===== config.mk =====
export PLATFORM = sky130hd
export DESIGN_NAME = fp32_divider_flat
export DESIGN_NICKNAME = d
export VERILOG_FILES = /design/src/rtl/fp32_divider_pkg.sv /design/src/rtl/fp32_divider_if.sv /design/src/rtl/fp32_divider_mant_div.sv /design/src/rtl/fp32_divider.sv /design/src/flat_wrapper.sv
export SDC_FILE = /design/constraint.sdc
export NUM_CORES = 1
export LEC_CHECK = 0
export CAP_MARGIN = 25
export CELL_PAD_IN_SITES_DETAIL_PLACEMENT = 0
export CELL_PAD_IN_SITES_GLOBAL_PLACEMENT = 1
export CORE_ASPECT_RATIO = 0.8
export CORE_MARGIN = 4
export CORE_UTILIZATION = 24
export CTS_CLUSTER_SIZE = 14
export DETAILED_ROUTE_END_ITERATION = 10
export PLACE_DENSITY_LB_ADDON = 0.1
export SLEW_MARGIN = 25
export SYNTH_ARGS = -nofsm -noshare
export SYNTH_HDL_FRONTEND = slang
export SYNTH_HIERARCHICAL = 1
export SYNTH_SLANG_ARGS = --single-unit

===== constraint.sdc =====
create_clock -name clk -period 10 [get_ports clk]
set_input_delay 1 -clock clk [delete_from_list [all_inputs] [get_ports clk]]
set_output_delay 1 -clock clk [all_outputs]
set_load 0.005 [all_outputs]

===== src/rtl/fp32_divider_pkg.sv =====
// fp32_pkg: shared definitions for the binary32 divider.
// Holds the format constants, the controller state encoding, and a small
// operand classifier used by the special-case logic.
// No ports (package).
package fp32_pkg;

    localparam int          EXP_BIAS  = 127;
    localparam logic [7:0]  EXP_MAX   = 8'hFF;
    localparam logic [31:0] QNAN      = 32'h7FC00000;
    localparam int          MANT_W    = 24;
    localparam int          QUOT_BITS = 26;

    typedef enum logic [1:0] {
        IDLE   = 2'd0,
        DIVIDE = 2'd1,
        ROUND  = 2'd2
    } state_e;

    typedef enum logic [1:0] {
        FP_ZERO   = 2'd0,
        FP_INF    = 2'd1,
        FP_NAN    = 2'd2,
        FP_NORMAL = 2'd3
    } fp_class_e;

    // Subnormals (exponent 0) are deliberately reported as zero so the
    // datapath never has to handle a missing hidden bit.
    function automatic fp_class_e classify_fp32(input logic [31:0] x);
        fp_class_e cls;
        if (x[30:23] == 8'h00)
            cls = FP_ZERO;
        else if (x[30:23] == EXP_MAX)
            cls = (x[22:0] == 23'h0) ? FP_INF : FP_NAN;
        else
            cls = FP_NORMAL;
        return cls;
    endfunction

endpackage


===== src/rtl/fp32_divider_if.sv =====
// fp32_divider_if: start/done handshake and operand/result bus of the divider.
//   start, a_operand, b_operand : issued by the requester (master)
//   busy, done, result, exception : returned by the divider (slave)
interface fp32_divider_if;

    logic        start;
    logic [31:0] a_operand;
    logic [31:0] b_operand;
    logic        busy;
    logic        done;
    logic [31:0] result;
    logic        exception;

    modport master (
        output start, a_operand, b_operand,
        input  busy, done, result, exception
    );

    modport slave (
        input  start, a_operand, b_operand,
        output busy, done, result, exception
    );

endinterface


===== src/rtl/fp32_divider_mant_div.sv =====
// fp32_mant_div: bit-serial restoring divider for the significands.
//   clk, rst  : clock, asynchronous active-high reset
//   load      : capture dividend/divisor and restart the iteration
//   dividend  : 25-bit aligned dividend (always in [divisor, 2*divisor))
//   divisor   : 24-bit divisor with hidden bit set
//   quotient  : 26 quotient bits, MSB is the integer bit
//   sticky    : final partial remainder is nonzero
//   valid     : all 26 bits have been produced
module fp32_mant_div
    import fp32_pkg::*;
(
    input  logic                 clk,
    input  logic                 rst,
    input  logic                 load,
    input  logic [MANT_W:0]      dividend,
    input  logic [MANT_W-1:0]    divisor,
    output logic [QUOT_BITS-1:0] quotient,
    output logic                 sticky,
    output logic                 valid
);

    logic [25:0]       rem;
    logic [MANT_W-1:0] dvs;
    logic [4:0]        cnt;

    // One quotient bit per clock: trial-subtract, keep the difference when it
    // does not go negative, then shift the partial remainder left.
    always_ff @(posedge clk or posedge rst) begin
        if (rst) begin
            rem      <= '0;
            dvs      <= '0;
            cnt      <= 5'(QUOT_BITS);
            quotient <= '0;
        end else if (load) begin
            rem      <= {1'b0, dividend};
            dvs      <= divisor;
            cnt      <= '0;
            quotient <= '0;
        end else if (cnt != 5'(QUOT_BITS)) begin
            if (rem >= {2'b00, dvs}) begin
                rem      <= (rem - {2'b00, dvs}) << 1;
                quotient <= {quotient[QUOT_BITS-2:0], 1'b1};
            end else begin
                rem      <= rem << 1;
                quotient <= {quotient[QUOT_BITS-2:0], 1'b0};
            end
            cnt <= cnt + 5'd1;
        end
    end

    assign sticky = |rem;
    assign valid  = (cnt == 5'(QUOT_BITS));

endmodule


===== src/rtl/fp32_divider.sv =====
// fp32_divider: sequential IEEE-754 binary32 divider, result = a / b.
//   clk, rst : clock, asynchronous active-high reset
//   bus      : fp32_divider_if.slave (start, a_operand, b_operand in;
//              busy, done, result, exception out)
// Fixed 27-cycle latency from the accepting edge to done for every operand
// class; special cases are decided at accept time and held until ROUND.
module fp32_divider
    import fp32_pkg::*;
(
    input  logic           clk,
    input  logic           rst,
    fp32_divider_if.slave  bus
);

    localparam logic [1:0] S_IDLE   = 2'(IDLE);
    localparam logic [1:0] S_DIVIDE = 2'(DIVIDE);
    localparam logic [1:0] S_ROUND  = 2'(ROUND);

    logic [1:0]        state;
    logic [4:0]        cnt;
    logic              sign_q;
    logic signed [9:0] exp_q;
    logic              special_q;
    logic [31:0]       special_res_q;
    logic              special_exc_q;
    logic [31:0]       result_q;
    logic              exc_q;
    logic              done_q;

    logic                 load;
    fp_class_e            a_cls, b_cls;
    logic [MANT_W-1:0]    ma, mb;
    logic                 d;
    logic [MANT_W:0]      dividend;
    logic signed [9:0]    exp_calc;
    logic                 spec_hit;
    logic [31:0]          spec_res;
    logic                 spec_exc;
    logic                 sign_calc;

    logic [QUOT_BITS-1:0] quot;
    logic                 sticky;
    logic                 div_valid;

    logic                 round_up;
    logic [MANT_W:0]      mant_sum;
    logic signed [9:0]    exp_rnd;
    logic [31:0]          norm_res;
    logic                 norm_exc;

    assign load      = (state == S_IDLE) && bus.start;
    assign a_cls     = classify_fp32(bus.a_operand);
    assign b_cls     = classify_fp32(bus.b_operand);
    assign sign_calc = bus.a_operand[31] ^ bus.b_operand[31];

    // Pre-normalise so the quotient's integer bit is always 1; d records the
    // extra shift so the exponent can be compensated.
    assign ma       = {1'b1, bus.a_operand[22:0]};
    assign mb       = {1'b1, bus.b_operand[22:0]};
    assign d        = (ma < mb);
    assign dividend = d ? {ma, 1'b0} : {1'b0, ma};
    assign exp_calc = 10'(bus.a_operand[30:23]) - 10'(bus.b_operand[30:23])
                    + 10'(EXP_BIAS) - 10'(d);

    // Special operand combinations, checked in priority order: NaN first,
    // then infinite results, then zero results.
    always_comb begin
        spec_hit = 1'b1;
        spec_res = QNAN;
        spec_exc = (bus.a_operand[30:23] == EXP_MAX) ||
                   (bus.b_operand[30:23] == EXP_MAX) || (b_cls == FP_ZERO);
        if (a_cls == FP_NAN || b_cls == FP_NAN ||
            (a_cls == FP_ZERO && b_cls == FP_ZERO) ||
            (a_cls == FP_INF && b_cls == FP_INF))
            spec_res = QNAN;
        else if (a_cls == FP_INF || b_cls == FP_ZERO)
            spec_res = {sign_calc, EXP_MAX, 23'h0};
        else if (b_cls == FP_INF || a_cls == FP_ZERO)
            spec_res = {sign_calc, 31'h0};
        else
            spec_hit = 1'b0;
    end

    fp32_mant_div u_mant_div (
        .clk      (clk),
        .rst      (rst),
        .load     (load),
        .dividend (dividend),
        .divisor  (mb),
        .quotient (quot),
        .sticky   (sticky),
        .valid    (div_valid)
    );

    // Round to nearest even: quot[1] is the half bit, quot[0] plus the
    // remainder form the sticky information below it.
    always_comb begin
        round_up = quot[1] & (quot[0] | sticky | quot[2]);
        mant_sum = {1'b0, quot[QUOT_BITS-1:2]} + 25'(round_up);
        exp_rnd  = exp_q + 10'(mant_sum[MANT_W]);
        norm_exc = 1'b0;
        if (exp_rnd >= 10'sd255) begin
            norm_res = {sign_q, EXP_MAX, 23'h0};
            norm_exc = 1'b1;
        end else if (exp_rnd <= 10'sd0) begin
            norm_res = {sign_q, 31'h0};
        end else begin
            norm_res = {sign_q, exp_rnd[7:0],
                        mant_sum[MANT_W] ? 23'h0 : mant_sum[22:0]};
        end
    end

    // Controller: capture on accept, count 26 divide cycles, then pack the
    // answer in ROUND and pulse done for one cycle.
    always_ff @(posedge clk or posedge rst) begin
        if (rst) begin
            state         <= S_IDLE;
            cnt           <= '0;
            sign_q        <= 1'b0;
            exp_q         <= '0;
            special_q     <= 1'b0;
            special_res_q <= '0;
            special_exc_q <= 1'b0;
            result_q      <= '0;
            exc_q         <= 1'b0;
            done_q        <= 1'b0;
        end else begin
            done_q <= 1'b0;
            case (state)
                S_IDLE: begin
                    if (bus.start) begin
                        state         <= S_DIVIDE;
                        cnt           <= '0;
                        sign_q        <= sign_calc;
                        exp_q         <= exp_calc;
                        special_q     <= spec_hit;
                        special_res_q <= spec_res;
                        special_exc_q <= spec_exc;
                    end
                end
                S_DIVIDE: begin
                    cnt <= cnt + 5'd1;
                    if (cnt == 5'(QUOT_BITS - 1))
                        state <= S_ROUND;
                end
                S_ROUND: begin
                    state    <= S_IDLE;
                    done_q   <= div_valid;
                    result_q <= special_q ? special_res_q : norm_res;
                    exc_q    <= special_q ? special_exc_q : norm_exc;
                end
                default: state <= S_IDLE;
            endcase
        end
    end

    assign bus.busy      = (state != S_IDLE);
    assign bus.done      = done_q;
    assign bus.result    = result_q;
    assign bus.exception = exc_q;

endmodule


===== src/flat_wrapper.sv =====
// flat-port wrapper written by rule: the top's interface ports become plain ports
module fp32_divider_flat import fp32_pkg::*;
  (clk, rst, bus_start, bus_a_operand, bus_b_operand, bus_busy, bus_done, bus_result, bus_exception);
  fp32_divider_if bus_i ();
  input  logic clk;
  input  logic rst;
  input wire logic [$bits(bus_i.start)-1:0] bus_start;
  input wire logic [$bits(bus_i.a_operand)-1:0] bus_a_operand;
  input wire logic [$bits(bus_i.b_operand)-1:0] bus_b_operand;
  output wire logic [$bits(bus_i.busy)-1:0] bus_busy;
  output wire logic [$bits(bus_i.done)-1:0] bus_done;
  output wire logic [$bits(bus_i.result)-1:0] bus_result;
  output wire logic [$bits(bus_i.exception)-1:0] bus_exception;
  assign bus_i.start = bus_start;
  assign bus_i.a_operand = bus_a_operand;
  assign bus_i.b_operand = bus_b_operand;
  assign bus_busy = bus_i.busy;
  assign bus_done = bus_i.done;
  assign bus_result = bus_i.result;
  assign bus_exception = bus_i.exception;
  fp32_divider u_core (.clk(clk), .rst(rst), .bus(bus_i));
endmodule

Run 1, pin map:
(2 px per um) Pins as bars across the die edge, other pins in grey.
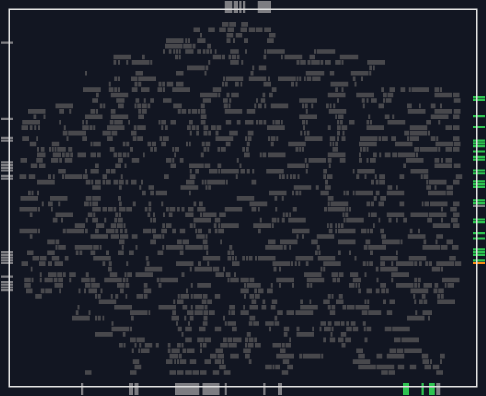
Key: `bus_exception` = orange [pins 1, direction output, edge right]; `bus_result` = green [pins 32, direction output, edge 25 right, 7 bottom]
All pins by edge: 40 bottom, 27 right, 20 left, 15 top.

Run 1, M2 wires:
(1.5 px per um)
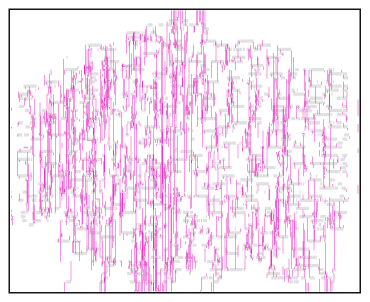
The wires run mostly vertical. The layer holds 44% of the routed length. The longest straight run is 108 um. The layer carries 13,500 um of wire. 1,057 nets have wire on it.

Run 1, layout detail:
Region (97, 74) to (137, 114) um. Cells in grey, sequential cells in the stronger grey; small squares are vias.
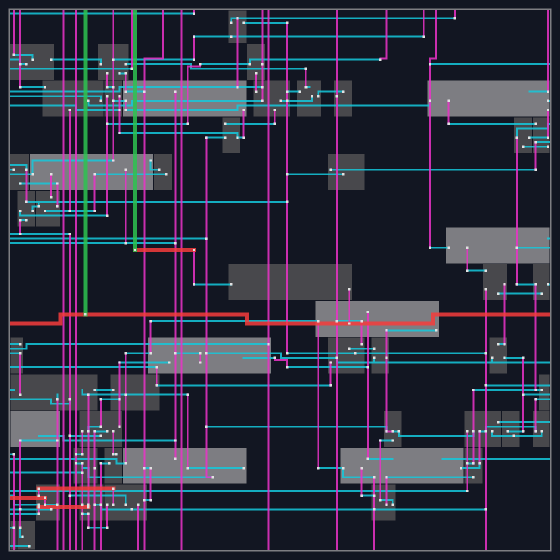
Key: met4 = green; met2 = magenta; met1 = cyan; met3 = red
47 logic cells have their middle in the window. Sequential cells in the window: 8. Most frequent: nand2_1 (8), dfrtp_1 (8). Netlist names of flops here include `u_core/u_mant_div/quotient` (4), `u_core/u_mant_div/rem` (3).

Run 1, cell placement:
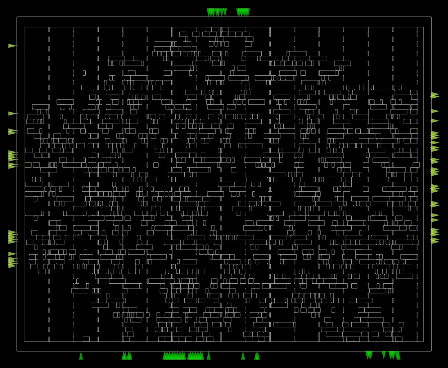
sequential share of cell area: 29.5%
seq_cells: 138
cell row count: 65
FILL cells: 4,320

==> run_summary.xml, run 1 <==
<?xml version="1.0" encoding="UTF-8"?>
<metrics>
  <group name="placement">
    <metric name="detailed_place.area" unit="um2">11200</metric>
    <metric name="dp.final_hpwl" unit="mm">22.8</metric>
    <metric name="finalWeightedCongestion" unit="">0.752</metric>
    <metric name="post-place-ws" unit="ps">4600</metric>
    <metric name="numPortBuffers" unit="">101</metric>
  </group>
  <group name="power_and_ir_drop">
    <metric name="power.share.sequential" unit="%">28.4</metric>
    <metric name="clkPwrFrac" unit="%">16.7</metric>
    <metric name="power.share.switching" unit="%">45.0</metric>
    <metric name="comb_power_share" unit="%">54.9</metric>
    <metric name="leak" unit="nW">4.87</metric>
    <metric name="power.sequential.total" unit="mW">0.990</metric>
    <metric name="intPower" unit="mW">1.92</metric>
    <metric name="power.ir.vdd_worst" unit="mV">0.104</metric>
    <metric name="pg_comb" unit="mW">1.91</metric>
    <metric name="power_top_consumer" unit="">combinational cells</metric>
    <metric name="clock_net_power" unit="mW">0.583</metric>
    <metric name="power.density_cell_area" unit="nW/um2">297</metric>
  </group>
  <group name="final_layout">
    <metric name="syn_to_final_growth" unit="%">20.5</metric>
    <metric name="layout_top_cell" unit="">sky130_fd_sc_hd__nand2_1</metric>
    <metric name="stdcell_area" unit="um2">11700</metric>
    <metric name="antenna_cells_inserted" unit="">0</metric>
    <metric name="final_core_utilization" unit="%">29.5</metric>
    <metric name="fin_nets" unit="">1351</metric>
    <metric name="largest_register_ff_count" unit="">32</metric>
    <metric name="layout.cells.most_common_list" unit="">174 x sky130_fd_sc_hd__nand2_1, 135 x sky130_fd_sc_hd__dfrtp_1, 101 x sky130_fd_sc_hd__clkdlybuf4s50_1, 78 x sky130_fd_sc_hd__a21oi_1, 75 x sky130_fd_sc_hd__inv_1</metric>
    <metric name="post_route_cells_drive_above_1_share" unit="%">5.55</metric>
  </group>
  <group name="yosys">
    <metric name="yosys_cells" unit="">1140</metric>
    <metric name="synth.logic.top_family" unit="">simple AND/OR/NAND/NOR gates</metric>
    <metric name="netlist_instances" unit="">1140</metric>
    <metric name="synth.distinct_cells" unit="">75</metric>
    <metric name="yosys_warnings" unit="">6</metric>
    <metric name="mappedNetlistArea" unit="um2">9720</metric>
    <metric name="postSynthAreaPerCell" unit="um2">8.53</metric>
    <metric name="dominant_flop_cell" unit="">sky130_fd_sc_hd__dfrtp_1</metric>
    <metric name="yosys-top-cells-count" unit="">174 x sky130_fd_sc_hd__nand2_1, 135 x sky130_fd_sc_hd__dfrtp_1, 79 x sky130_fd_sc_hd__inv_1</metric>
    <metric name="post_synth_and_or_nand_nor_area_fraction" unit="%">20.8</metric>
    <metric name="synthMuxAreaShare" unit="%">3.32</metric>
    <metric name="synth.net_count" unit="">1279</metric>
    <metric name="topCellsByArea" unit="">sky130_fd_sc_hd__dfrtp_1 35%, sky130_fd_sc_hd__ha_1 8.9%, sky130_fd_sc_hd__nand2_1 6.7%</metric>
    <metric name="synth-xor-area-share" unit="%">6.30</metric>
    <metric name="ys_seq_share" unit="%">35.6</metric>
    <metric name="synth.most_common_cell" unit="">sky130_fd_sc_hd__nand2_1</metric>
    <metric name="synth.ff_latch_count" unit="">138</metric>
    <metric name="post_synth_ao_oa_area_fraction" unit="%">18.5</metric>
  </group>
  <group name="drt">
    <metric name="route.vias.total" unit="">8290</metric>
    <metric name="wire_per_inst" unit="um">17.3</metric>
    <metric name="remaining_drc_errors" unit="">0</metric>
    <metric name="drtAntennaViolNets" unit="">0</metric>
    <metric name="finalWirelength" unit="mm">30.5</metric>
    <metric name="drt-initial-drc-count" unit="">452</metric>
    <metric name="avgViaCountPerCell" unit="">4.71</metric>
  </group>
  <group name="floorplan">
    <metric name="dieArea" unit="um2">43800</metric>
    <metric name="fp.dieH" unit="um">188</metric>
    <metric name="top_level_ports" unit="">102</metric>
    <metric name="die_w" unit="um">233</metric>
    <metric name="design.core.area" unit="um2">39700</metric>
  </group>
  <group name="job">
    <metric name="timing.max_cap.violations" unit="">0</metric>
    <metric name="tool_warnings" unit="">28</metric>
  </group>
  <group name="worst_setup_path">
    <metric name="setup.worst_path.class" unit="">input pin to flop</metric>
    <metric name="timing.critical_path.required" unit="ps">10330</metric>
    <metric name="arrival_time_worst_endpoint" unit="ps">5190</metric>
    <metric name="worst-r2r-setup-slack" unit="ps">5330</metric>
    <metric name="worst_r2r_endpoint" unit="">u_core/bus.result[2]</metric>
    <metric name="crit-reg2reg-launch" unit="">u_core/u_mant_div/quotient[7]</metric>
    <metric name="crit_path_end" unit="">u_core/exp_q[9]</metric>
    <metric name="cp_endpoint_kind" unit="">flop</metric>
    <metric name="timing.critical_path.from" unit="">bus_b_operand[2]</metric>
    <metric name="crit_path_start_kind" unit="">input pin</metric>
    <metric name="crit_fanout" unit="">3</metric>
    <metric name="r2r_cells" unit="">13</metric>
  </group>
  <group name="global_route">
    <metric name="globalRouteOverflowTotal" unit="">0</metric>
    <metric name="grt_max_degree" unit="">88</metric>
    <metric name="grt_pass1_vias" unit="">8311</metric>
    <metric name="grt_antenna_before_repair" unit="">0</metric>
    <metric name="groute.usage.overall" unit="%">14.1</metric>
    <metric name="grt_pass1_wl" unit="mm">48.8</metric>
  </group>
  <group name="timing">
    <metric name="finalMaxSlewViolations" unit="">0</metric>
    <metric name="grt_setup_unrepaired" unit="">false</metric>
    <metric name="worst_hold_slack" unit="ps">473</metric>
    <metric name="post-route-period-util" unit="%">48.7</metric>
    <metric name="max_slew.worst_pin.slew" unit="ps">894</metric>
    <metric name="setup_violations" unit="">0</metric>
    <metric name="fin_setup_tns" unit="ps">0</metric>
    <metric name="min_period" unit="ps">4870</metric>
    <metric name="achievable-frequency" unit="MHz">205</metric>
    <metric name="timing.clock.skew" unit="ps">8.25</metric>
    <metric name="finalWorstSetupSlack" unit="ps">5130</metric>
    <metric name="timing.max_slew.rel_slack" unit="%">40.4</metric>
    <metric name="timing.final.hold_violations" unit="">0</metric>
  </group>
  <group name="worst_hold_path">
    <metric name="timing.hold.worst.start" unit="">u_core/bus.result[3]</metric>
    <metric name="end_point_of_the_worst_hold_path" unit="">u_core/bus.result[3]</metric>
    <metric name="worstHoldPathCells" unit="">2</metric>
    <metric name="worst_hold_path_type" unit="">flop to flop</metric>
  </group>
  <group name="clock_network">
    <metric name="post_cts.repair.setup_buffers" unit="">0</metric>
    <metric name="clk_pin_slew_worst_paths" unit="ps">60</metric>
    <metric name="clock_tree.buffer_depth" unit="">2</metric>
    <metric name="cts_num_sinks" unit="">138</metric>
    <metric name="post_cts_hold_buffer_count" unit="">0</metric>
    <metric name="htree_levels" unit="">4</metric>
    <metric name="clock_tree.root_cell" unit="">sky130_fd_sc_hd__clkbuf_16</metric>
    <metric name="cts_repair_resize_count" unit="">0</metric>
    <metric name="clk-insertion-delay-late" unit="ps">440</metric>
    <metric name="tritoncts" unit="">done</metric>
  </group>
  <group name="status">
    <metric name="status" unit="">finished clean</metric>
  </group>
</metrics>
run 1: per-layer routing:
metal	up-vias	GRT usage [%]	part of all wire, %
met5	-	0	0
met2	103	21.3	44
met1	3962	20.8	51
met4	0	3.58	1.4
met3	24	2.51	3.0
li1	4201	-	-
run 1: area by class of cell:
| cell class | instances | area, um2 | area share (%) |
|---|---|---|---|
| repair buffers | 109 | 1070 | 9.14 |
| flip-flops and latches | 138 | 3460 | 29.5 |
| clock inverters | 12 | 77.6 | 0.662 |
| inverters | 81 | 308 | 2.63 |
| multi-input cells | 865 | 5690 | 48.5 |
| clock buffers | 20 | 447 | 3.81 |
| well taps | 536 | 671 | 5.72 |
run 1: critical path, stage by stage:
cell and delay, ps:
sky130_fd_sc_hd__clkdlybuf4s50_1 530, sky130_fd_sc_hd__inv_1 60, sky130_fd_sc_hd__ha_1 280, sky130_fd_sc_hd__a21oi_1 160
sky130_fd_sc_hd__a21oi_1 90, sky130_fd_sc_hd__a2111oi_0 550, sky130_fd_sc_hd__o21ai_1 220, sky130_fd_sc_hd__a221o_1 370
sky130_fd_sc_hd__ha_1 210, sky130_fd_sc_hd__ha_1 210, sky130_fd_sc_hd__fa_1 410, sky130_fd_sc_hd__a21o_1 170
sky130_fd_sc_hd__a21o_1 200, sky130_fd_sc_hd__a21o_1 180, sky130_fd_sc_hd__a21oi_1 220, sky130_fd_sc_hd__nor2b_1 80
sky130_fd_sc_hd__o41ai_1 250
run 1: stage by stage:
step	cells	total power, mW
5_1_grt	1761	3.83
3_5_place_dp	1729	2.93
4_1_cts	1761	3.54
3_3_place_gp	1729	2.94
6_report	1761	3.49
2_1_floorplan	1140	2.44
Run 1, wiring by layer:
(1.5 px per um) Only two layers are drawn.
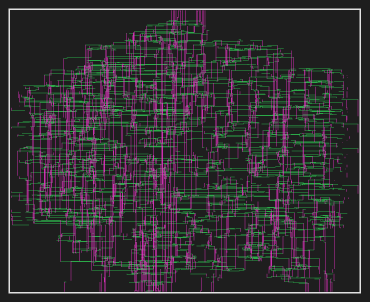

## Run 2: what changed since run 1
clock period = 4.75 ns   (was 10 ns; I/O delays follow)
Run 2, wiring by layer:
(1.5 px per um) Only two layers are drawn.
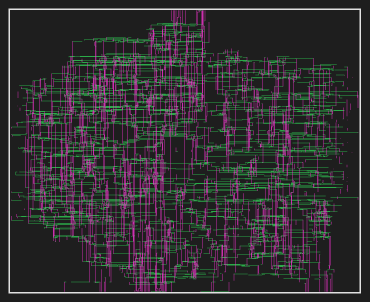
Key: met1 = green [wire length 15,600 um]; met2 = magenta [wire length 13,400 um]
Final Routed Wirelength: 30.5 mm
wire length per cell after detailed routing: 17.2 um

==> run_summary.xml, run 2 <==
<?xml version="1.0" encoding="UTF-8"?>
<metrics>
  <group name="status">
    <metric name="status" unit="">finished clean</metric>
  </group>
  <group name="yosys">
    <metric name="dominant_flop_cell" unit="">sky130_fd_sc_hd__dfrtp_1</metric>
    <metric name="yosys_area" unit="um2">9720</metric>
    <metric name="synth.ff_latch_count" unit="">138</metric>
    <metric name="yosys-top-cells-count" unit="">174 x sky130_fd_sc_hd__nand2_1, 135 x sky130_fd_sc_hd__dfrtp_1, 79 x sky130_fd_sc_hd__inv_1</metric>
    <metric name="yosys_cells" unit="">1140</metric>
    <metric name="ys_seq_share" unit="%">35.6</metric>
    <metric name="synth.most_common_cell" unit="">sky130_fd_sc_hd__nand2_1</metric>
    <metric name="postSynthAreaPerCell" unit="um2">8.53</metric>
    <metric name="topCellsByArea" unit="">sky130_fd_sc_hd__dfrtp_1 35%, sky130_fd_sc_hd__ha_1 8.9%, sky130_fd_sc_hd__nand2_1 6.7%</metric>
    <metric name="synth.distinct_cells" unit="">75</metric>
    <metric name="synth.net_count" unit="">1279</metric>
    <metric name="netlist_instances" unit="">1140</metric>
    <metric name="largest_area_cell" unit="">sky130_fd_sc_hd__dfrtp_1</metric>
    <metric name="synth-edff-count" unit="">0</metric>
    <metric name="async_set_or_reset_flop_fraction_in_the_synthesized_netlist" unit="%">100</metric>
    <metric name="post-synth-top-area-fraction" unit="%">34.7</metric>
    <metric name="mappedNetlistArea" unit="um2">9720</metric>
    <metric name="yosys_warnings" unit="">6</metric>
  </group>
  <group name="timing">
    <metric name="worst_hold_slack" unit="ps">379</metric>
    <metric name="timing.max_slew.rel_slack" unit="%">42.9</metric>
    <metric name="finalMaxSlewViolations" unit="">0</metric>
    <metric name="timing.final.hold_violations" unit="">0</metric>
    <metric name="grt_setup_unrepaired" unit="">false</metric>
    <metric name="finalWorstSetupSlack" unit="ps">611</metric>
    <metric name="fin_setup_tns" unit="ps">0</metric>
    <metric name="min_period" unit="ps">4140</metric>
    <metric name="achievable-frequency" unit="MHz">242</metric>
    <metric name="setup_violations" unit="">0</metric>
    <metric name="timing.clock.skew" unit="ps">8.88</metric>
    <metric name="max_slew.worst_pin.slew" unit="ps">849</metric>
    <metric name="post-route-period-util" unit="%">87.1</metric>
  </group>
  <group name="clock_network">
    <metric name="clk_pin_slew_worst_paths" unit="ps">60</metric>
    <metric name="tritoncts" unit="">done</metric>
    <metric name="htree_levels" unit="">4</metric>
    <metric name="post_cts_hold_buffer_count" unit="">0</metric>
    <metric name="clock_tree.root_cell" unit="">sky130_fd_sc_hd__clkbuf_16</metric>
    <metric name="post_cts.repair.setup_buffers" unit="">0</metric>
    <metric name="clock_tree.buffer_depth" unit="">2</metric>
    <metric name="tritoncts.num_buffers" unit="">17</metric>
    <metric name="clk-insertion-delay-late" unit="ps">440</metric>
    <metric name="cts_repair_resize_count" unit="">0</metric>
    <metric name="cts_num_sinks" unit="">138</metric>
  </group>
  <group name="floorplan">
    <metric name="dieArea" unit="um2">43800</metric>
    <metric name="design.core.area" unit="um2">39700</metric>
    <metric name="die_w" unit="um">233</metric>
    <metric name="fp.dieH" unit="um">188</metric>
    <metric name="initial_utilization" unit="%">24.5</metric>
    <metric name="core.rowCount" unit="">65</metric>
    <metric name="top_level_ports" unit="">102</metric>
  </group>
  <group name="final_layout">
    <metric name="layout_top_cell" unit="">sky130_fd_sc_hd__nand2_1</metric>
    <metric name="layout.cells.most_common_list" unit="">174 x sky130_fd_sc_hd__nand2_1, 135 x sky130_fd_sc_hd__dfrtp_1, 101 x sky130_fd_sc_hd__clkdlybuf4s50_1, 78 x sky130_fd_sc_hd__a21oi_1, 75 x sky130_fd_sc_hd__inv_1</metric>
    <metric name="stdcell_count" unit="">1772</metric>
    <metric name="fin_nets" unit="">1362</metric>
    <metric name="antenna_cells_inserted" unit="">0</metric>
    <metric name="stdcell_area" unit="um2">11900</metric>
    <metric name="post_route_cells_drive_above_1_share" unit="%">6.47</metric>
    <metric name="final_core_utilization" unit="%">29.9</metric>
    <metric name="syn_to_final_growth" unit="%">22.0</metric>
    <metric name="largest_register_ff_count" unit="">32</metric>
  </group>
  <group name="worst_setup_path">
    <metric name="crit_path_start_kind" unit="">input pin</metric>
    <metric name="arrival_time_worst_endpoint" unit="ps">4460</metric>
    <metric name="max_stage_delay_cell_worst_path" unit="">sky130_fd_sc_hd__clkdlybuf4s50_1</metric>
    <metric name="cp_slowest_stage_delay" unit="ps">500</metric>
    <metric name="critical_path.cell_chain" unit="">clkdlybuf4s50_1, inv_1, ha_1, a21oi_1, a21oi_1, a2111oi_0, buf_4, o21ai_1, a221o_1, ha_1, ha_1, fa_1, a21o_1, a21o_1, a21o_1, a21oi_1, nor2b_1, o41ai_1</metric>
    <metric name="crit_fanout" unit="">2</metric>
    <metric name="timing.critical_path.buf_inv" unit="">3</metric>
    <metric name="timing.critical_path.required" unit="ps">5070</metric>
    <metric name="timing.critical_path.max_delay_family" unit="">AND-OR/OR-AND gates</metric>
    <metric name="setup.worst_path.class" unit="">input pin to flop</metric>
    <metric name="cp_endpoint_kind" unit="">flop</metric>
  </group>
  <group name="global_route">
    <metric name="grt_pass1_vias" unit="">8430</metric>
    <metric name="grt_antenna_before_repair" unit="">0</metric>
    <metric name="grt_pass1_wl" unit="mm">49.4</metric>
    <metric name="globalRouteOverflowTotal" unit="">0</metric>
    <metric name="groute.usage.overall" unit="%">14.2</metric>
    <metric name="grt_max_degree" unit="">76</metric>
  </group>
  <group name="placement">
    <metric name="detailed_place.area" unit="um2">11300</metric>
    <metric name="numPortBuffers" unit="">101</metric>
    <metric name="finalWeightedCongestion" unit="">0.799</metric>
    <metric name="placedCellCount" unit="">1740</metric>
    <metric name="post-place-ws" unit="ps">158</metric>
    <metric name="dp.final_hpwl" unit="mm">23.0</metric>
  </group>
  <group name="power_and_ir_drop">
    <metric name="power.density_cell_area" unit="nW/um2">630</metric>
    <metric name="power.ir.vdd_worst" unit="mV">0.205</metric>
    <metric name="fin_total_pwr" unit="mW">7.47</metric>
    <metric name="leak" unit="nW">4.95</metric>
  </group>
  <group name="job">
    <metric name="timing.max_cap.violations" unit="">0</metric>
    <metric name="tool_warnings" unit="">28</metric>
  </group>
  <group name="worst_hold_path">
    <metric name="worst_hold_path_type" unit="">input pin to asynchronous set/reset pin</metric>
  </group>
  <group name="drt">
    <metric name="firstDrtPassIters" unit="">4</metric>
    <metric name="remaining_drc_errors" unit="">0</metric>
    <metric name="drt-initial-drc-count" unit="">444</metric>
    <metric name="avgViaCountPerCell" unit="">4.69</metric>
    <metric name="drtAntennaViolNets" unit="">0</metric>
  </group>
</metrics>
Run 2, M2 wires:
(1.5 px per um)
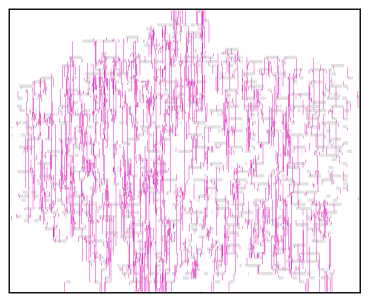
The longest straight run is 97.0 um. The layer carries 13,400 um of wire. The layer holds 44% of the routed length. The wires run mostly vertical. 1,083 nets have wire on it.
met2 Use GR: 21.5%
Via Count: 8,318

[run 2: cell counts after synthesis]
Identical to the previous run, type by type.
[run 2: report_power, final]
group	leakage [nW]	internal (mW)	switching, mW	total [mW]
Clock	0.269	0.751	0.572	1.32
Combinational	2.94	1.76	2.31	4.07
Sequential	1.74	1.63	0.447	2.08
[run 2: area by class of cell]
type | count | area (um2)
Clock inverter | 12 | 118
Timing Repair Buffer | 120 | 1170
Multi-Input combinational cell | 865 | 5690
Clock buffer | 20 | 457
Fill cell | 4367 | 27800
Sequential cell | 138 | 3460
Tap cell | 536 | 671
Inverter | 81 | 308
[run 2: path summary, 6_finish.rpt]
kind	from	endpoint	slack, ps	depth (start not counted)
setup reg to reg	u_core/u_mant_div/quotient[7]	u_core/bus.result[7]	680	15
hold / removal	rst	u_core/exp_q[8]	380	2
max in group asynchronous	rst	u_core/u_mant_div/rem[18]	3100	3
min in group clk	u_core/bus.result[3]	u_core/bus.result[3]	470	2
hold reg to reg	u_core/bus.result[3]	u_core/bus.result[3]	470	2
setup / recovery	bus_b_operand[2]	u_core/exp_q[9]	610	18
[run 2: routing by layer]
layer | vias up | routed length (um) | global-route usage (%)
met5 | - | 0 | 0
met4 | 0 | 672 | 4.55
met3 | 27 | 864 | 2.75
met2 | 108 | 13400 | 21.5
met1 | 3967 | 15600 | 20.4
li1 | 4216 | - | -
[run 2: cells by family after synthesis]
| logic type | share of synthesized area (%) |
|---|---|
| mux | 3.32 |
| flops | 35.6 |
| simple gates | 20.8 |
| other cells | 0.0386 |
| compound gates | 18.5 |
| fa+ha+maj | 9.50 |
| buf+inv | 6.03 |
| xor+xnor | 6.30 |
## Run 3: what changed since run 2
CAP_MARGIN = 10   (was 25)
TNS_END_PERCENT = 1   (was default)
Run 3, pin map:
(2 px per um) Pins as bars across the die edge, other pins in grey.
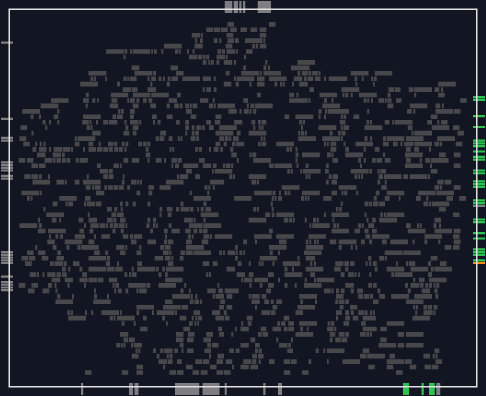
Key: `bus_result` = green [pins 32, direction output, edge 25 right, 7 bottom]; `bus_exception` = orange [pins 1, direction output, edge right]
vertical die dimension: 188 um
quantity of I/O buffers inserted on ports: 101
horizontal die dimension: 233 um

==> run_summary.xml, run 3 <==
<?xml version="1.0" encoding="UTF-8"?>
<metrics>
  <group name="final_layout">
    <metric name="final_core_utilization" unit="%">29.9</metric>
    <metric name="syn_to_final_growth" unit="%">22.0</metric>
    <metric name="layout_top_cell" unit="">sky130_fd_sc_hd__nand2_1</metric>
    <metric name="largest_register_ff_count" unit="">32</metric>
    <metric name="fill_cells" unit="">4367</metric>
    <metric name="post_route_cells_drive_above_1_share" unit="%">6.47</metric>
    <metric name="fin_nets" unit="">1362</metric>
    <metric name="layout.cells.most_common_list" unit="">174 x sky130_fd_sc_hd__nand2_1, 135 x sky130_fd_sc_hd__dfrtp_1, 101 x sky130_fd_sc_hd__clkdlybuf4s50_1, 78 x sky130_fd_sc_hd__a21oi_1, 75 x sky130_fd_sc_hd__inv_1</metric>
    <metric name="antenna_cells_inserted" unit="">0</metric>
    <metric name="regArea" unit="um2">3460</metric>
    <metric name="combGateArea" unit="um2">5690</metric>
  </group>
  <group name="yosys">
    <metric name="netlist_instances" unit="">1140</metric>
    <metric name="synthAdderAreaFrac" unit="%">9.50</metric>
    <metric name="topCellsByArea" unit="">sky130_fd_sc_hd__dfrtp_1 35%, sky130_fd_sc_hd__ha_1 8.9%, sky130_fd_sc_hd__nand2_1 6.7%</metric>
    <metric name="largest_area_cell" unit="">sky130_fd_sc_hd__dfrtp_1</metric>
    <metric name="post_synth_and_or_nand_nor_area_fraction" unit="%">20.8</metric>
    <metric name="yosys_warnings" unit="">6</metric>
    <metric name="dominant_flop_cell" unit="">sky130_fd_sc_hd__dfrtp_1</metric>
    <metric name="async_set_or_reset_flop_fraction_in_the_synthesized_netlist" unit="%">100</metric>
    <metric name="synth-xor-area-share" unit="%">6.30</metric>
    <metric name="synth.most_common_cell" unit="">sky130_fd_sc_hd__nand2_1</metric>
    <metric name="synth-edff-count" unit="">0</metric>
    <metric name="synth.net_count" unit="">1279</metric>
    <metric name="mappedNetlistArea" unit="um2">9720</metric>
    <metric name="synth.ff_latch_count" unit="">138</metric>
    <metric name="post_synth_ao_oa_area_fraction" unit="%">18.5</metric>
    <metric name="post-synth-top-area-fraction" unit="%">34.7</metric>
    <metric name="synth.distinct_cells" unit="">75</metric>
    <metric name="postSynthAreaPerCell" unit="um2">8.53</metric>
    <metric name="yosys-top-cells-count" unit="">174 x sky130_fd_sc_hd__nand2_1, 135 x sky130_fd_sc_hd__dfrtp_1, 79 x sky130_fd_sc_hd__inv_1</metric>
    <metric name="yosys_cells" unit="">1140</metric>
    <metric name="ys_seq_share" unit="%">35.6</metric>
    <metric name="synth.logic.top_family" unit="">simple AND/OR/NAND/NOR gates</metric>
    <metric name="yosys_area" unit="um2">9720</metric>
    <metric name="synthMuxAreaShare" unit="%">3.32</metric>
  </group>
  <group name="worst_setup_path">
    <metric name="arrival_time_worst_endpoint" unit="ps">4460</metric>
    <metric name="r2r_cells" unit="">15</metric>
    <metric name="max_stage_delay_cell_worst_path" unit="">sky130_fd_sc_hd__clkdlybuf4s50_1</metric>
    <metric name="timing.critical_path.required" unit="ps">5070</metric>
    <metric name="critical_path.cell_chain" unit="">clkdlybuf4s50_1, inv_1, ha_1, a21oi_1, a21oi_1, a2111oi_0, buf_4, o21ai_1, a221o_1, ha_1, ha_1, fa_1, a21o_1, a21o_1, a21o_1, a21oi_1, nor2b_1, o41ai_1</metric>
    <metric name="crit_fanout" unit="">2</metric>
    <metric name="setup.worst_path.class" unit="">input pin to flop</metric>
    <metric name="cp_endpoint_kind" unit="">flop</metric>
    <metric name="crit_cells" unit="">18</metric>
    <metric name="cp_slowest_stage_delay" unit="ps">500</metric>
    <metric name="crit_path_start_kind" unit="">input pin</metric>
  </group>
  <group name="job">
    <metric name="timing.max_cap.violations" unit="">0</metric>
    <metric name="tool_warnings" unit="">28</metric>
  </group>
  <group name="power_and_ir_drop">
    <metric name="power.ir.vdd_worst" unit="mV">0.205</metric>
    <metric name="leak" unit="nW">4.95</metric>
    <metric name="power.density_cell_area" unit="nW/um2">630</metric>
    <metric name="fin_total_pwr" unit="mW">7.47</metric>
  </group>
  <group name="floorplan">
    <metric name="top_level_ports" unit="">102</metric>
    <metric name="core.rowCount" unit="">65</metric>
    <metric name="dieArea" unit="um2">43800</metric>
    <metric name="initial_utilization" unit="%">24.5</metric>
    <metric name="design.core.area" unit="um2">39700</metric>
  </group>
  <group name="timing">
    <metric name="fin_setup_tns" unit="ps">0</metric>
    <metric name="finalMaxSlewViolations" unit="">0</metric>
    <metric name="timing.max_slew.rel_slack" unit="%">42.9</metric>
    <metric name="grt_setup_unrepaired" unit="">false</metric>
    <metric name="achievable-frequency" unit="MHz">242</metric>
    <metric name="post-route-period-util" unit="%">87.1</metric>
    <metric name="finalWorstSetupSlack" unit="ps">611</metric>
    <metric name="max_slew.worst_pin.slew" unit="ps">849</metric>
    <metric name="timing.clock.skew" unit="ps">8.88</metric>
    <metric name="timing.final.hold_violations" unit="">0</metric>
    <metric name="min_period" unit="ps">4140</metric>
    <metric name="setup_violations" unit="">0</metric>
  </group>
  <group name="drt">
    <metric name="avgViaCountPerCell" unit="">4.69</metric>
    <metric name="firstDrtPassIters" unit="">4</metric>
    <metric name="wire_per_inst" unit="um">17.2</metric>
    <metric name="finalWirelength" unit="mm">30.5</metric>
    <metric name="drtAntennaViolNets" unit="">0</metric>
    <metric name="remaining_drc_errors" unit="">0</metric>
    <metric name="drt-initial-drc-count" unit="">444</metric>
    <metric name="route.vias.total" unit="">8318</metric>
  </group>
  <group name="placement">
    <metric name="finalWeightedCongestion" unit="">0.799</metric>
    <metric name="post-place-ws" unit="ps">158</metric>
  </group>
  <group name="clock_network">
    <metric name="post_cts.repair.setup_buffers" unit="">0</metric>
    <metric name="tritoncts.num_buffers" unit="">17</metric>
    <metric name="clock_tree.root_cell" unit="">sky130_fd_sc_hd__clkbuf_16</metric>
    <metric name="htree_levels" unit="">4</metric>
    <metric name="post_cts_hold_buffer_count" unit="">0</metric>
    <metric name="cts_num_sinks" unit="">138</metric>
    <metric name="clk-insertion-delay-late" unit="ps">440</metric>
    <metric name="cts_repair_resize_count" unit="">0</metric>
    <metric name="clk_pin_slew_worst_paths" unit="ps">60</metric>
    <metric name="clock_tree.buffer_depth" unit="">2</metric>
    <metric name="tritoncts" unit="">done</metric>
  </group>
  <group name="global_route">
    <metric name="grt_antenna_before_repair" unit="">0</metric>
    <metric name="grt_pass1_vias" unit="">8430</metric>
    <metric name="grt_max_degree" unit="">76</metric>
    <metric name="groute.usage.overall" unit="%">14.2</metric>
    <metric name="grtUsageMet3" unit="%">2.75</metric>
    <metric name="grt_util_met2" unit="%">21.5</metric>
    <metric name="globalRouteOverflowTotal" unit="">0</metric>
    <metric name="grt_use_met1" unit="%">20.4</metric>
    <metric name="grt_pass1_wl" unit="mm">49.4</metric>
  </group>
  <group name="status">
    <metric name="status" unit="">finished clean</metric>
  </group>
  <group name="worst_hold_path">
    <metric name="worst_hold_path_type" unit="">input pin to asynchronous set/reset pin</metric>
  </group>
</metrics>
Run 3, M2 wires:
(1.5 px per um)
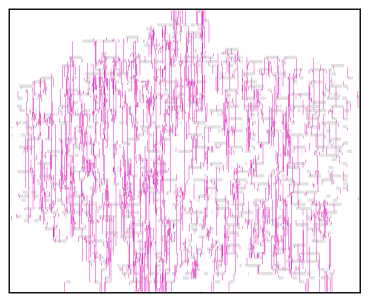
The layer carries 13,400 um of wire. 1,083 nets have wire on it. The wires run mostly vertical.

-- run 3: cell counts after synthesis --
No cell type changed its count.
-- run 3: path summary, 6_finish.rpt --
| path | from | endpoint | slack (ps) |
|---|---|---|---|
| setup / recovery | bus_b_operand[2] | u_core/exp_q[9] | 610 |
| hold / removal | rst | u_core/exp_q[8] | 380 |
| setup reg to reg | u_core/u_mant_div/quotient[7] | u_core/bus.result[7] | 680 |
| hold reg to reg | u_core/bus.result[3] | u_core/bus.result[3] | 470 |
| max in group asynchronous | rst | u_core/u_mant_div/rem[18] | 3100 |
| min in group clk | u_core/bus.result[3] | u_core/bus.result[3] | 470 |
-- run 3: stage by stage --
step	area, um2	std cells	hold WS, ps
5_1_grt	11900	1772	401
3_5_place_dp	11300	1740	466
6_report	11900	1772	379
2_1_floorplan	9720	1140	445
4_1_cts	11900	1772	378
3_3_place_gp	11300	1740	462
-- run 3: layout make-up --
type,instances,area share (%)
tap,536,5.65
clock inverter,12,0.991
sequential,138,29.1
clock buffer,20,3.85
multi-input combinational,865,47.9
inverter,81,2.59
timing repair buffer,120,9.83
-- run 3: cells by family after synthesis --
group / count (synthesis)
AND-OR/OR-AND: 274
XOR/XNOR: 70
adder cells (fa/ha/maj): 72
buffers and inverters: 137
flip-flops: 138
multiplexers: 29
other: 1
AND/OR/NAND/NOR: 419
-- run 3: power by group --
| part | internal [mW] | switching [mW] | leakage (nW) |
|---|---|---|---|
| logic | 1.76 | 2.31 | 2.94 |
| registers | 1.63 | 0.447 | 1.74 |
| clock network | 0.751 | 0.572 | 0.269 |
-- run 3: metal layers --
layer  wire [um]  vias up
li1            -     4216
met2       13400      108
met1       15600     3967
met5           0        -
met3         864       27
met4         672        0
Power and IR drop assume default switching activity.
